File: src/rtl/rr_arb8_disp_pkg.sv
// Shared types and constants for the 8-way round-robin arbiter with display.
// Holds requester count, state encoding, seven-segment glyphs and the
// rotating priority pick function.
package arb_pkg;

  localparam int N_REQ = 8;
  localparam int ID_W  = 3;

  typedef enum logic {
    IDLE  = 1'b0,
    GRANT = 1'b1
  } state_t;

  // Active-low segment patterns, bit order {g,f,e,d,c,b,a}
  localparam logic [6:0] SEG_0     = 7'b1000000;
  localparam logic [6:0] SEG_1     = 7'b1111001;
  localparam logic [6:0] SEG_2     = 7'b0100100;
  localparam logic [6:0] SEG_3     = 7'b0110000;
  localparam logic [6:0] SEG_4     = 7'b0011001;
  localparam logic [6:0] SEG_5     = 7'b0010010;
  localparam logic [6:0] SEG_6     = 7'b0000010;
  localparam logic [6:0] SEG_7     = 7'b1111000;
  localparam logic [6:0] SEG_BLANK = 7'b1111111;

  // Scan req starting at ptr, wrapping modulo N_REQ; first set bit wins.
  // Returns {found, idx}; idx is ptr when nothing is found.
  function automatic logic [ID_W:0] rr_pick(input logic [N_REQ-1:0] req,
                                            input logic [ID_W-1:0]  ptr);
    logic            found;
    logic [ID_W-1:0] idx;
    logic [ID_W-1:0] cand;
    found = 1'b0;
    idx   = ptr;
    for (int i = 0; i < N_REQ; i++) begin
      cand = ptr + ID_W'(i);
      if (!found && req[cand]) begin
        found = 1'b1;
        idx   = cand;
      end
    end
    return {found, idx};
  endfunction

endpackage

File: src/rtl/rr_arb8_disp_seg7_dec.sv
// Combinational 3-bit to active-low seven-segment decoder with blanking.
module seg7_dec
  import arb_pkg::*;
(
  input  logic [ID_W-1:0] id,
  input  logic            blank,
  output logic [6:0]      seg
);

  // Map index to glyph; blank overrides everything
  always_comb begin
    seg = SEG_BLANK;
    if (!blank) begin
      case (id)
        3'd0: seg = SEG_0;
        3'd1: seg = SEG_1;
        3'd2: seg = SEG_2;
        3'd3: seg = SEG_3;
        3'd4: seg = SEG_4;
        3'd5: seg = SEG_5;
        3'd6: seg = SEG_6;
        3'd7: seg = SEG_7;
        default: seg = SEG_BLANK;
      endcase
    end
  end

endmodule

File: src/rtl/rr_arb8_disp.sv
// Round-robin arbiter sharing one display slot among 8 requesters.
// A grant is held while its request stays high, up to HOLD_MAX cycles,
// then the pointer moves past the winner so every requester gets a turn.
// At least one idle cycle separates consecutive grants.
// Optional macro ARB_GNT_CNT_EN adds an 8-bit wrapping grant counter.
//
// Interface: req is a level request vector; a requester keeps req[i] high
// for as long as it wants the slot. gnt/gnt_id/gnt_vld/hex are registered
// and reflect the decision made at the previous rising edge.
module rr_arb8_disp
  import arb_pkg::*;
#(
  parameter int HOLD_MAX = 16,
  parameter int HOLD_W   = 16
) (
  input  logic             clk,
  input  logic             rst_n,
  input  logic             en,
  input  logic [N_REQ-1:0] req,
  output logic [N_REQ-1:0] gnt,
  output logic [ID_W-1:0]  gnt_id,
  output logic             gnt_vld,
  output logic [6:0]       hex
`ifdef ARB_GNT_CNT_EN
  ,
  output logic [7:0]       gnt_cnt
`endif
);

  localparam logic [HOLD_W-1:0] HOLD_LAST = HOLD_W'(HOLD_MAX - 1);

  state_t            state, state_nxt;
  logic [ID_W-1:0]   ptr, ptr_nxt;
  logic [HOLD_W-1:0] hold_cnt, cnt_nxt;
  logic [N_REQ-1:0]  gnt_nxt;
  logic [ID_W-1:0]   id_nxt;
  logic              vld_nxt;
  logic [6:0]        hex_nxt;
  logic              seg_blank;
  logic              new_grant;
  logic [ID_W:0]     pick;

  // Next-state and next-output decision
  always_comb begin
    state_nxt = state;
    ptr_nxt   = ptr;
    cnt_nxt   = hold_cnt;
    gnt_nxt   = gnt;
    id_nxt    = gnt_id;
    vld_nxt   = gnt_vld;
    new_grant = 1'b0;
    pick      = rr_pick(req, ptr);
    case (state)
      IDLE: begin
        gnt_nxt = '0;
        vld_nxt = 1'b0;
        cnt_nxt = '0;
        if (en && pick[ID_W]) begin
          state_nxt = GRANT;
          id_nxt    = pick[ID_W-1:0];
          gnt_nxt   = N_REQ'(1) << pick[ID_W-1:0];
          vld_nxt   = 1'b1;
          new_grant = 1'b1;
        end
      end
      GRANT: begin
        if (!en) begin
          // Disable aborts the grant without moving the pointer
          state_nxt = IDLE;
          gnt_nxt   = '0;
          vld_nxt   = 1'b0;
          cnt_nxt   = '0;
        end else if (!req[gnt_id] || (hold_cnt == HOLD_LAST)) begin
          state_nxt = IDLE;
          ptr_nxt   = gnt_id + ID_W'(1);
          gnt_nxt   = '0;
          vld_nxt   = 1'b0;
          cnt_nxt   = '0;
        end else begin
          cnt_nxt = hold_cnt + HOLD_W'(1);
        end
      end
      default: begin
        state_nxt = IDLE;
        gnt_nxt   = '0;
        vld_nxt   = 1'b0;
        cnt_nxt   = '0;
      end
    endcase
    seg_blank = !vld_nxt;
  end

  seg7_dec u_seg7_dec (
    .id    (id_nxt),
    .blank (seg_blank),
    .seg   (hex_nxt)
  );

  // State, pointer, hold counter and registered outputs
  always_ff @(posedge clk or negedge rst_n) begin
    if (!rst_n) begin
      state    <= IDLE;
      ptr      <= '0;
      hold_cnt <= '0;
      gnt      <= '0;
      gnt_id   <= '0;
      gnt_vld  <= 1'b0;
      hex      <= SEG_BLANK;
    end else begin
      state    <= state_nxt;
      ptr      <= ptr_nxt;
      hold_cnt <= cnt_nxt;
      gnt      <= gnt_nxt;
      gnt_id   <= id_nxt;
      gnt_vld  <= vld_nxt;
      hex      <= hex_nxt;
    end
  end

`ifdef ARB_GNT_CNT_EN
  // Count every new grant; wraps naturally and ignores en
  always_ff @(posedge clk or negedge rst_n) begin
    if (!rst_n) begin
      gnt_cnt <= '0;
    end else if (new_grant) begin
      gnt_cnt <= gnt_cnt + 8'd1;
    end
  end
`endif

endmodule

File: config.mk
export PLATFORM = sky130hd
export DESIGN_NAME = rr_arb8_disp
export DESIGN_NICKNAME = d
export VERILOG_FILES = /design/src/rtl/rr_arb8_disp_pkg.sv /design/src/rtl/rr_arb8_disp_seg7_dec.sv /design/src/rtl/rr_arb8_disp.sv
export SDC_FILE = /design/constraint.sdc
export NUM_CORES = 1
export LEC_CHECK = 0
export CAP_MARGIN = 30
export CORE_MARGIN = 4
export CORE_UTILIZATION = 50
export DETAILED_ROUTE_END_ITERATION = 8
export PLACE_DENSITY = 0.72
export SLEW_MARGIN = 10
export SYNTH_ARGS = -nofsm -noshare
export SYNTH_HDL_FRONTEND = slang
export SYNTH_SLANG_ARGS = --single-unit
File: constraint.sdc
create_clock -name clk -period 5.97 [get_ports clk]
set_input_delay 1.791 -clock clk [delete_from_list [all_inputs] [get_ports clk]]
set_output_delay 1.791 -clock clk [all_outputs]
set_load 0.02 [all_outputs]
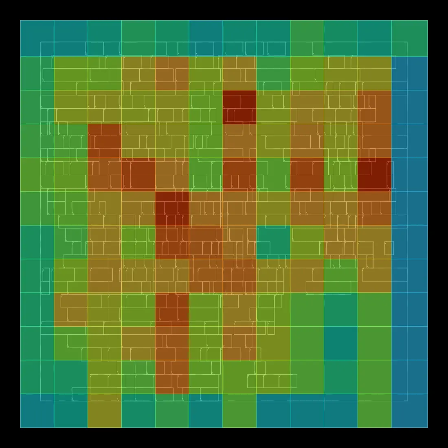
congestion.png
post-layout util: 0.600
GR Util met1: 0.261
Tot GR Track Use: 0.192

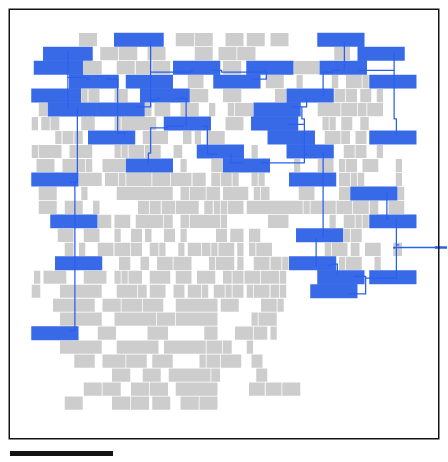
io_fan.png
The bar under the picture is 20 microns long.
[blue] rst_n | bits: 1 | direction: input | edge: right | end cells: 39 | buffers: 1 | wire: 283 microns
I/O pin count: 30
count of port buffers added during placement: 29

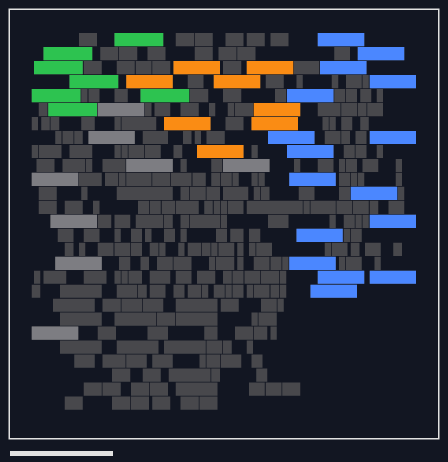
flops_by_reg.png
The bar under the picture is 20 microns long.
[orange] gnt | flops: 8 | where: top center
[green] hex | flops: 7 | where: upper left
[blue] hold_cnt | flops: 16
not colored: 8

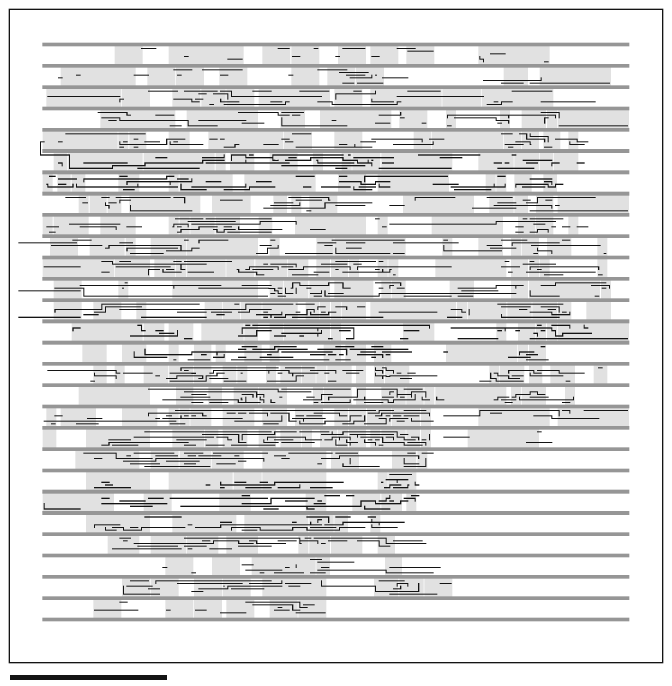
layer_met1.png
The bar under the picture is 20 microns long. Supply wires on this layer in gray.
main direction: horizontal
wire length on this layer: 2840 microns
nets with wire on the layer: 304
share of all routed wire: 44%
longest straight run: 25.5 microns
total via count in the routed design: 2344
post-detailed-routing wire length: 6390 microns

==> impl_metrics.py <==
# Physical implementation metrics
metrics = {
    "floorplanning": {
        "die_h_microns": 83.3,
        "nWellTaps": 72,
        "dieArea_sq_mm": 0.00694,
    },
    "final_timing": {
        "setup_viol_count_final": 0,
        "worst_setup_slack_after_layout_ps": 679,
        "finalHoldWorstSlack_ps": 487,
        "maxSlewHeadroom": 0.437,
        "fin_crit_ps": 5290,
        "timing.final.crit_share": 0.886,
    },
    "logic_synthesis": {
        "synth.cellmix.simpleShare": 0.152,
        "yosys-stat-cells": 286,
        "yosys-top-cells-area": "dfrtp_1, mux4_2, dfstp_2",
        "yosys.area.top_type_share": 0.282,
        "syn_avg_cell_area_sq_um": 9.91,
        "yosys-top-cells-count": "nor2_1, dfrtp_1, inv_1",
        "synth_area_sq_mm": 0.00284,
        "synthFlopType": "dfrtp_1",
    },
    "power": {
        "comb-power_mw": 1.36,
        "power_report.internal_total_mw": 1.08,
        "pwr.group.clock_mw": 0.261,
        "seq_cell_power_mw": 0.420,
    },
    "clock_network": {
        "clockRootBuffer": "clkbuf_8",
        "cts_sink_cnt": 39,
        "tritoncts": "yes",
        "post_cts_buffers": 0,
        "cts.clk_slew.worst_paths_ps": 80,
    },
    "outcome": {
        "run_status": "complete, no violations",
    },
    "cells_and_area": {
        "sequential_cell_count": 39,
        "largest_register_ffs": 16,
        "fraction_of_layout_instances_using_a_drive_strength_above_1": 0.159,
        "comb_share": 0.519,
        "area_growth_syn_to_layout_pct": 16.6,
        "n_all_buffers": 32,
        "max_flop_register": "hold_cnt",
    },
    "worst_setup_path": {
        "cp_slowest_cell": "or4_1",
        "worst-setup-path-type": "input port to register",
        "cpPeakStageDelay_ps": 700,
        "timing.reg2reg.worst_path_depth": 13,
        "cp.arrival_ps": 5490,
    },
    "detailed_routing": {
        "detailroute.wirelength.met3_microns": 281,
        "antenna_left": 0,
        "route.layer.met1.wl_microns": 2840,
    },
    "worst_hold_path": {
        "holdCritPathClass": "register to register",
    },
    "placement": {
        "detailed_place_hpwl_microns": 4710,
        "gp_congestion": 0.901,
    },
    "run": {
        "total_number_of_warnings_across_the_stage_logs": 31,
    },
    "global_routing": {
        "grt_antenna_before_repair": 0,
    },
}
No activity file was given, so power comes from the tool's default toggle rates.
